Fig. 1: metal layers overlaid
The bar under the picture is 20 microns long. Two of the layers only.
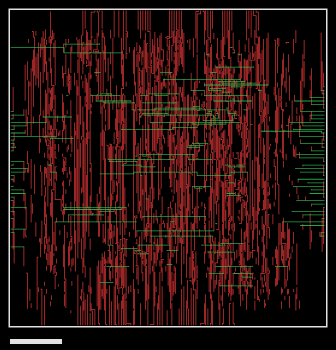
Fig. 2: placed cells, one color a class
The bar under the picture is 20 microns long. Fill, decap, tap and diode cells in gray.
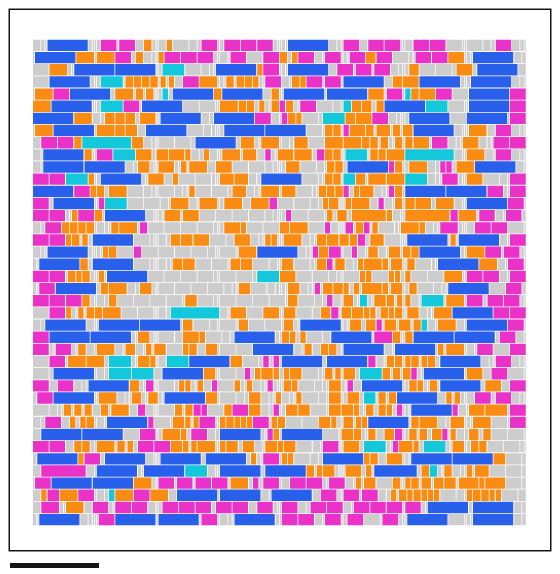
Fig. 3: cell density map
The die is cut into 12 by 12 equal tiles; black is low, pale yellow is high, 0 to 100% covered.
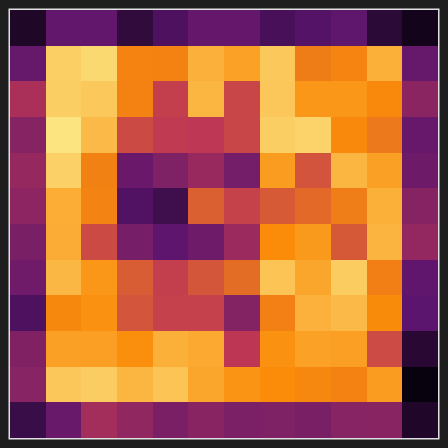
Fig. 4: congestion heat map
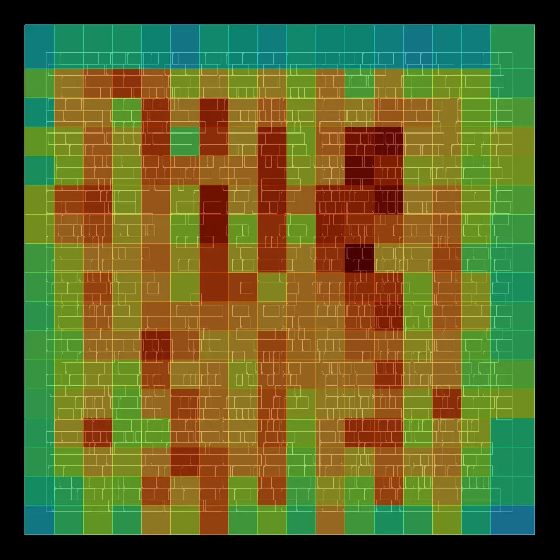
Fig. 5: sequential cells grouped by signal name
The bar under the picture is 20 microns long. Other sequential cells in the stronger gray, the rest of the logic in the fainter gray.
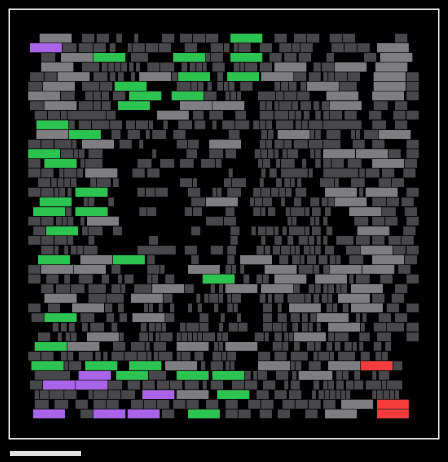
<file path="src/rtl/mem_access_ctrl_pkg.sv">
// Shared types for the memory-access controller: access sizes and FSM states.
package mem_access_ctrl_pkg;

    localparam int unsigned DATA_W = 32;

    typedef enum logic [1:0] {
        SZ_BYTE = 2'd0,
        SZ_HALF = 2'd1,
        SZ_WORD = 2'd2
    } mem_size_t;

    typedef enum logic [2:0] {
        IDLE,
        RD_WAIT,
        RMW_WAIT,
        WR,
        RESP
    } mac_state_t;

    // Encoding 3 is reserved and behaves as a word access.
    function automatic mem_size_t norm_size(input logic [1:0] sz);
        return (sz == 2'd3) ? SZ_WORD : mem_size_t'(sz);
    endfunction

endpackage

</file>
<file path="src/rtl/mem_access_ctrl_lane_align.sv">
// Little-endian lane steering: load extract/extend and sub-word store merge.
module mem_access_ctrl_lane_align
    import mem_access_ctrl_pkg::*;
(
    input  mem_size_t          i_size,
    input  logic [1:0]         i_lane,
    input  logic               i_unsigned,
    input  logic [DATA_W-1:0]  i_rword,
    input  logic [DATA_W-1:0]  i_wdata,
    output logic [DATA_W-1:0]  o_load,
    output logic [DATA_W-1:0]  o_merge
);

    logic [15:0]       w_half;
    logic [7:0]        w_byte;
    logic [4:0]        w_shamt;
    logic [DATA_W-1:0] w_mask;
    logic [DATA_W-1:0] w_wd_shift;

    always_comb begin
        w_shamt    = {i_lane, 3'b000};
        w_half     = i_lane[1] ? i_rword[31:16] : i_rword[15:0];
        w_byte     = i_lane[0] ? w_half[15:8] : w_half[7:0];
        w_wd_shift = i_wdata << w_shamt;
        o_load     = i_rword;
        w_mask     = '1;
        case (i_size)
            SZ_BYTE: begin
                o_load = {{24{~i_unsigned & w_byte[7]}}, w_byte};
                w_mask = 32'h0000_00FF << w_shamt;
            end
            SZ_HALF: begin
                o_load = {{16{~i_unsigned & w_half[15]}}, w_half};
                w_mask = 32'h0000_FFFF << w_shamt;
            end
            default: ;
        endcase
        o_merge = (i_rword & ~w_mask) | (w_wd_shift & w_mask);
    end

endmodule

</file>
<file path="src/rtl/mem_access_ctrl.sv">
// Load/store initiator for d_mem with sizing, extension and sub-word read-modify-write.
// Optional MEM_MISALIGN_TRAP_EN: misaligned accesses respond with rsp_err instead of aligning down.
module mem_access_ctrl
    import mem_access_ctrl_pkg::*;
#(
    parameter int unsigned READ_LAT = 1,
    parameter int unsigned WIDTH    = DATA_W,
    parameter int unsigned AW       = 8
) (
    input  logic             clk,
    input  logic             rst,
    input  logic             req_valid,
    output logic             req_ready,
    input  logic [AW+1:0]    req_addr,
    input  logic             req_write,
    input  logic [1:0]       req_size,
    input  logic             req_unsigned,
    input  logic [WIDTH-1:0] req_wdata,
    output logic             rsp_valid,
    input  logic             rsp_ready,
    output logic [WIDTH-1:0] rsp_rdata,
    output logic             rsp_err,
    output logic [AW-1:0]    dataAddress,
    output logic [WIDTH-1:0] writeMemData,
    output logic             memRead,
    output logic             memWrite,
    input  logic [WIDTH-1:0] readMemData
);

    localparam logic [2:0] LAT = 3'(READ_LAT);

    mac_state_t       r_state;
    logic [2:0]       r_cnt;
    mem_size_t        r_size;
    logic [1:0]       r_lane;
    logic             r_unsigned;
    logic [WIDTH-1:0] r_wdata;
    logic             r_req_ready;
    logic             r_rsp_valid;
    logic [WIDTH-1:0] r_rsp_rdata;
    logic [AW-1:0]    r_addr;
    logic [WIDTH-1:0] r_wmem;
    logic             r_mem_rd;
    logic             r_mem_wr;

    mem_size_t        w_size;
    logic [1:0]       w_lane;
    logic [WIDTH-1:0] w_load;
    logic [WIDTH-1:0] w_merge;
    logic             w_hit;

    always_comb begin
        w_size = norm_size(req_size);
        w_hit  = (r_cnt == LAT);
        case (w_size)
            SZ_BYTE: w_lane = req_addr[1:0];
            SZ_HALF: w_lane = {req_addr[1], 1'b0};
            default: w_lane = 2'b00;
        endcase
    end

`ifdef MEM_MISALIGN_TRAP_EN
    logic w_misalign;
    logic r_rsp_err;
    assign w_misalign = ((w_size == SZ_HALF) && req_addr[0]) ||
                        ((w_size == SZ_WORD) && (req_addr[1:0] != 2'b00));
    assign rsp_err    = r_rsp_err;
`else
    assign rsp_err    = 1'b0;
`endif

    mem_access_ctrl_lane_align u_lane_align (
        .i_size     (r_size),
        .i_lane     (r_lane),
        .i_unsigned (r_unsigned),
        .i_rword    (readMemData),
        .i_wdata    (r_wdata),
        .o_load     (w_load),
        .o_merge    (w_merge)
    );

    always_ff @(posedge clk or negedge rst) begin
        if (!rst) begin
            r_state     <= IDLE;
            r_cnt       <= '0;
            r_size      <= SZ_BYTE;
            r_lane      <= '0;
            r_unsigned  <= 1'b0;
            r_wdata     <= '0;
            r_req_ready <= 1'b1;
            r_rsp_valid <= 1'b0;
            r_rsp_rdata <= '0;
            r_addr      <= '0;
            r_wmem      <= '0;
            r_mem_rd    <= 1'b0;
            r_mem_wr    <= 1'b0;
`ifdef MEM_MISALIGN_TRAP_EN
            r_rsp_err   <= 1'b0;
`endif
        end else begin
            case (r_state)
                IDLE: begin
                    if (req_valid) begin
                        r_req_ready <= 1'b0;
                        r_size      <= w_size;
                        r_lane      <= w_lane;
                        r_unsigned  <= req_unsigned;
                        r_wdata     <= req_wdata;
                        r_addr      <= req_addr[AW+1:2];
                        r_cnt       <= '0;
`ifdef MEM_MISALIGN_TRAP_EN
                        r_rsp_err   <= 1'b0;
                        if (w_misalign) begin
                            r_rsp_err   <= 1'b1;
                            r_rsp_rdata <= '0;
                            r_rsp_valid <= 1'b1;
                            r_state     <= RESP;
                        end else
`endif
                        if (!req_write) begin
                            r_mem_rd <= 1'b1;
                            r_state  <= RD_WAIT;
                        end else if (w_size == SZ_WORD) begin
                            r_wmem   <= req_wdata;
                            r_mem_wr <= 1'b1;
                            r_state  <= WR;
                        end else begin
                            r_mem_rd <= 1'b1;
                            r_state  <= RMW_WAIT;
                        end
                    end
                end
                RD_WAIT: begin
                    r_mem_rd <= 1'b0;
                    r_cnt    <= r_cnt + 3'd1;
                    if (w_hit) begin
                        r_rsp_rdata <= w_load;
                        r_rsp_valid <= 1'b1;
                        r_state     <= RESP;
                    end
                end
                RMW_WAIT: begin
                    r_mem_rd <= 1'b0;
                    r_cnt    <= r_cnt + 3'd1;
                    if (w_hit) begin
                        r_wmem   <= w_merge;
                        r_mem_wr <= 1'b1;
                        r_state  <= WR;
                    end
                end
                WR: begin
                    r_mem_wr    <= 1'b0;
                    r_rsp_rdata <= '0;
                    r_rsp_valid <= 1'b1;
                    r_state     <= RESP;
                end
                RESP: begin
                    if (rsp_ready) begin
                        r_rsp_valid <= 1'b0;
                        r_req_ready <= 1'b1;
                        r_state     <= IDLE;
                    end
                end
                default: r_state <= IDLE;
            endcase
        end
    end

    assign req_ready    = r_req_ready;
    assign rsp_valid    = r_rsp_valid;
    assign rsp_rdata    = r_rsp_rdata;
    assign dataAddress  = r_addr;
    assign writeMemData = r_wmem;
    assign memRead      = r_mem_rd;
    assign memWrite     = r_mem_wr;

endmodule

</file>
<file path="config.mk">
export PLATFORM = sky130hd
export DESIGN_NAME = mem_access_ctrl
export DESIGN_NICKNAME = d
export VERILOG_FILES = /design/src/rtl/mem_access_ctrl_pkg.sv /design/src/rtl/mem_access_ctrl_lane_align.sv /design/src/rtl/mem_access_ctrl.sv
export SDC_FILE = /design/constraint.sdc
export NUM_CORES = 1
export LEC_CHECK = 0
export ABC_AREA = 0
export CORE_MARGIN = 5
export CORE_UTILIZATION = 51
export CTS_BUF_LIST = sky130_fd_sc_hd__clkbuf_8
export DETAILED_ROUTE_END_ITERATION = 6
export GPL_TIMING_DRIVEN = 0
export MAX_ROUTING_LAYER = met4
export PLACE_DENSITY = 0.81
export SLEW_MARGIN = 20
export SYNTH_ARGS = -nofsm -noshare
export SYNTH_HDL_FRONTEND = slang
export SYNTH_SLANG_ARGS = --single-unit
</file>
<file path="constraint.sdc">
create_clock -name clk -period 2.6 [get_ports clk]
set_clock_uncertainty 0.2 [all_clocks]
set_input_delay 0.26 -clock clk [delete_from_list [all_inputs] [get_ports clk]]
set_output_delay 0.26 -clock clk [all_outputs]
set_load 0.05 [all_outputs]
</file>
==> flow_summary_export.csv <==
group,metric,value,unit
worst_setup_path,r2r_slack,120,ps
timing,slew_headroom,49.7,%
pwr,seq_cell_power,0.00324,W
timing,finalCriticalPeriod,2480,ps
worst_setup_path,cp.arrival,2590,ps
worst_setup_path,worstPathCellList,"buf_4 > buf_2 > buf_2 > mux2i_1 > o22ai_1 > o211ai_1 > a21oi_1",
floorplanning,die_width,121,microns
global_route,overflow,0,
floorplanning,rows,40,
worst_setup_path,r2r_cells,7,
yosys,yosysUniqueCellTypes,57,
floorplanning,fp_util,52.1,%
timing,worst_slack,124,ps
finish,fin_cells,973,
yosys,flop_cell,"dfrtp_1",
job,warnings,27,
yosys,compound_area_share,23.2,%
yosys,ys_top_logic_family,"AND-OR/OR-AND gates",
clock_tree,cts_buffers,17,
finish,post-route-cell-area,0.00847,sq mm
route,route.vias.total,5982,
worst_setup_path,crit-reg2reg-launch,"r_lane[0]",
route,dr.max_layer_used,"met4",
pwr,power_density,1360,mW/mm^2
clock_tree,cts_tree,"done",
worst_setup_path,path_buffers,3,
timing,layout_worst_path_cycle_share,95.2,%
pwr,internal-power,0.00601,W
outcome,status,"completed",
yosys,synth_area,0.00626,sq mm
yosys,async_flop_share,100,%
yosys,yosys-mux-area-fraction,10.3,%
finish,flop-count,119,
yosys,top_area_share,47.2,%
worst_setup_path,critPathTopFamily,"buffers and inverters",
worst_setup_path,crit_start,"r_lane[0]",
placement,gp_congestion,0.938,
floorplanning,num_tap_cells,147,
yosys,synth-xor-area-share,0.140,%
timing,max_freq,404,MHz
yosys,topCellsByArea,"dfrtp_1 47%, mux2_2 9.0%, o21ai_0 5.8%, nand2_1 2.9%, a21oi_1 2.8%",
route,drtAntennaViolNets,0,
route,drcViolationCount,0,
global_route,grtUsageMet1,39.1,%
worst_setup_path,start_kind,"flip-flop",
pwr,clk-power,0.00175,W
placement,pre_cts_ws,-52.0,ps
finish,buffers,212,
clock_tree,post_cts_buffers,0,
worst_setup_path,critPathCapture,"writeMemData[21]",
yosys,top_cell,"dfrtp_1",
min_path,hold_path.class,"input pin to async pin",
yosys,synth_flops,119,
clock_tree,postCtsHoldBufs,1,
route,via_per_inst,6.15,
clock_tree,clock_path_buffers,2,
pwr,total_power,0.0115,W
global_route,grt_pass1_vias,6066,
yosys,yosys_warnings,0,
finish,comb_area,0.00296,sq mm
yosys,synthSimpleGateAreaFrac,13.0,%
finish,seq_area,0.00298,sq mm
route,wl_met3,1.37,mm
pwr,combinationalPowerShare,56.7,%
finish,area_share_clock_buf_inv,4.84,%
placement,io_buffers,157,
finish,comb_cells,438,
route,postRouteWirelength,21.6,mm
yosys,seq_area_frac_synth,47.6,%
clock_tree,cts.htree.levels,4,
route,drt-met1-wl,9.01,mm
About Fig. 1:
Key: M3 = green [wire length 1370 microns]; M2 = red [wire length 10600 microns]

About Fig. 2:
Key: clock drivers and dummy loads = cyan [cells 32, share of their area 5.0%]; registers = blue [cells 119, share of their area 36%]; remaining buffers and delay cells = magenta [cells 212, share of their area 22%]; remaining logic cells = orange [cells 463, share of their area 37%]

About Fig. 3:
The mean over all tiles is 57%. The fullest tile reaches 94%. 33% of the tiles are over 75% full.

About Fig. 4:
GR Layer Usage met2: 50.6%
GRT Util Overall: 31.1%
Core Util, Final: 70.5%
gr busiest metal: met2

About Fig. 5:
Key: r_cnt = red [flops 3]; dataAddress = purple [flops 8, where lower left]; writeMemData = green [flops 32]

Power and IR drop assume default switching activity.
